Placed standard cells:
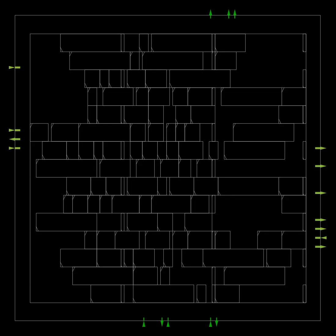
Wiring by layer:
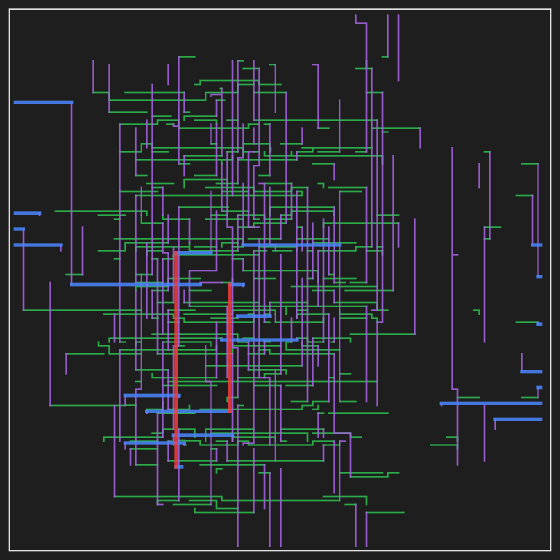
Wire density map:
The die is cut into 9 by 9 equal tiles; black is low, pale yellow is high, scaled to the fullest tile. Values are wire area over tile area, all layers added.
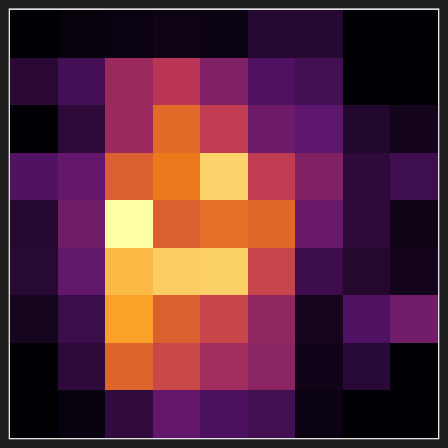
==> config.mk <==
export PLATFORM = sky130hd
export DESIGN_NAME = dec_scan
export DESIGN_NICKNAME = d
export VERILOG_FILES = /design/src/rtl/dec_pkg.sv /design/src/rtl/dec_scan_prescaler.sv /design/src/rtl/dec_scan.sv
export SDC_FILE = /design/constraint.sdc
export NUM_CORES = 1
export LEC_CHECK = 0
export CORE_MARGIN = 2
export CORE_UTILIZATION = 49
export CTS_CLUSTER_SIZE = 20
export DETAILED_ROUTE_END_ITERATION = 10
export GPL_TIMING_DRIVEN = 0
export PLACE_DENSITY = 0.88
export SYNTH_ARGS = -nofsm -noshare
export SYNTH_HDL_FRONTEND = slang
export SYNTH_SLANG_ARGS = --single-unit
==> constraint.sdc <==
create_clock -name clk -period 2.1 [get_ports clk]
set_clock_uncertainty 0.15 [all_clocks]
set_input_delay 0.42 -clock clk [delete_from_list [all_inputs] [get_ports clk]]
set_output_delay 0.42 -clock clk [all_outputs]
set_load 0.03 [all_outputs]
==> run summary <==
yosys + openroad results -> most used standard cells in the synthesized netlist 15 x dfrtp_1, 7 x mux2i_1, 7 x nor2b_1, result of the run finished clean, power in sequential cells 326 µW, clock latency of the later-clocked register in the worst-skew pair 0.28 ns, placed cell area 1060 µm², combined area of all synthesized cells 878 µm², Biggest consumer registers, antenna violation net count after detailed routing 0, kind of end point of the critical path flip-flop, Buffers & Inverters on Critical Path 0, post-route fraction of the period consumed by the critical path 94.9%, per-cell via count in the routed design 5.59, PortBufs 15, count of placed standard cells in the final layout, fillers left out 128, number of gates resized after cts 1, proportion of power drawn by flip-flops and latches 49.4%, critical-path cell with the highest stage delay dfrtp_1, setup TNS 0 ns, Comb/total area 42.3%, post-synthesis cell type with the largest combined area dfrtp_1, Non-clk invs 4, delay contributed by the slowest stage of the critical path 0.48 ns, number of tap cells inserted 25, Crit path arrival time 2.03 ns, switching portion of total power 32.1%, count of nets after finishing 114, power drawn by the combinational cells 171 µW, fmax 0.502 GHz, WHS Path Cells 2, final number of setup-violating endpoints 0, cell area power density 602 nW/µm², cell with the most instances after synthesis dfrtp_1, initial antenna violation count 0, top layer in use met4, Rel. slew slack 56.4%, power attributed to the clock group 163 µW, Area leader share 42.7%, internal power consumption 448 µW, TritonCTS clock tree done, number of failing hold endpoints at the final stage 0, weighted congestion reported at the end of routability-driven placement 0.887, global routing usage on met2 32.5%, Post-Route M1 WL 774 µm, highest ir drop seen on vdd 0.000484 V, Iter 0 DRT Violations 15, total power consumption of the routed design 660 µW, largest cells by area after synthesis dfrtp_1 43%, mux2i_1 8.0%, nor2b_1 5.0%, ha_1 4.3%, o22ai_1 3.6%, final critical path time including I/O delays and setup 1.99 ns, kind of critical path reg -> reg, Die ar. 2150 µm², met3 layer usage reported by global route 4.71%, fraction of power consumed by the clock network 24.7%
## Picture notes: 'placed standard cells'
core area: 1710 µm²
count of fill cells added during filler insertion: 127
sequential portion of the cell area: 34.3%
utilization after layout: 64.1%

## Picture notes: 'wiring by layer'
met3: drawn in blue, wire length 81.7 µm. met2: drawn in purple, wire length 893 µm. met4: drawn in red, wire length 29.2 µm. met1: drawn in green, wire length 775 µm.
total detailed-routing wirelength: 1780 µm
total global routing track utilization: 19.5%

## Picture notes: 'wire density map'
The mean over all tiles is 0.13. The densest ninth of the die: center. The fullest tile reaches 0.47. 15% of the tiles are nearly empty. 24% of the tiles are over half the peak.
average routed wire per standard cell: 13.9 µm
via count of the routed design: 715

==> placed cells by master, fill, tap and decap left out, types with 2 or more instances in the layout <==
master / Yosys / final
o22ai_1: 5 / 5
and3_1: 2 / 2
nor2_1: 3 / 3
clkbuf_1: 3 / 3
nand2_1: 6 / 6
buf_4: 2 / 2
o21ai_1: 3 / 3
mux2_2: 2 / 2
clkbuf_4: 0 / 3
inv_1: 4 / 4
a22o_1: 2 / 2
dfrtp_1: 15 / 15
mux2i_1: 7 / 7
nand3_1: 2 / 2
clkdlybuf4s50_1: 0 / 13
ha_1: 3 / 3
o21ai_0: 2 / 2
nor2b_1: 7 / 7
==> logic make-up after synthesis <==
kind of cell,share of synthesized area (%)
AOI/OAI and AO/OA,15.2
adders and majority gates,4.27
buffers and inverters,5.27
DFF,42.7
muxes,10.5
and+or+nand+nor,21.9
Power and IR drop assume default switching activity.
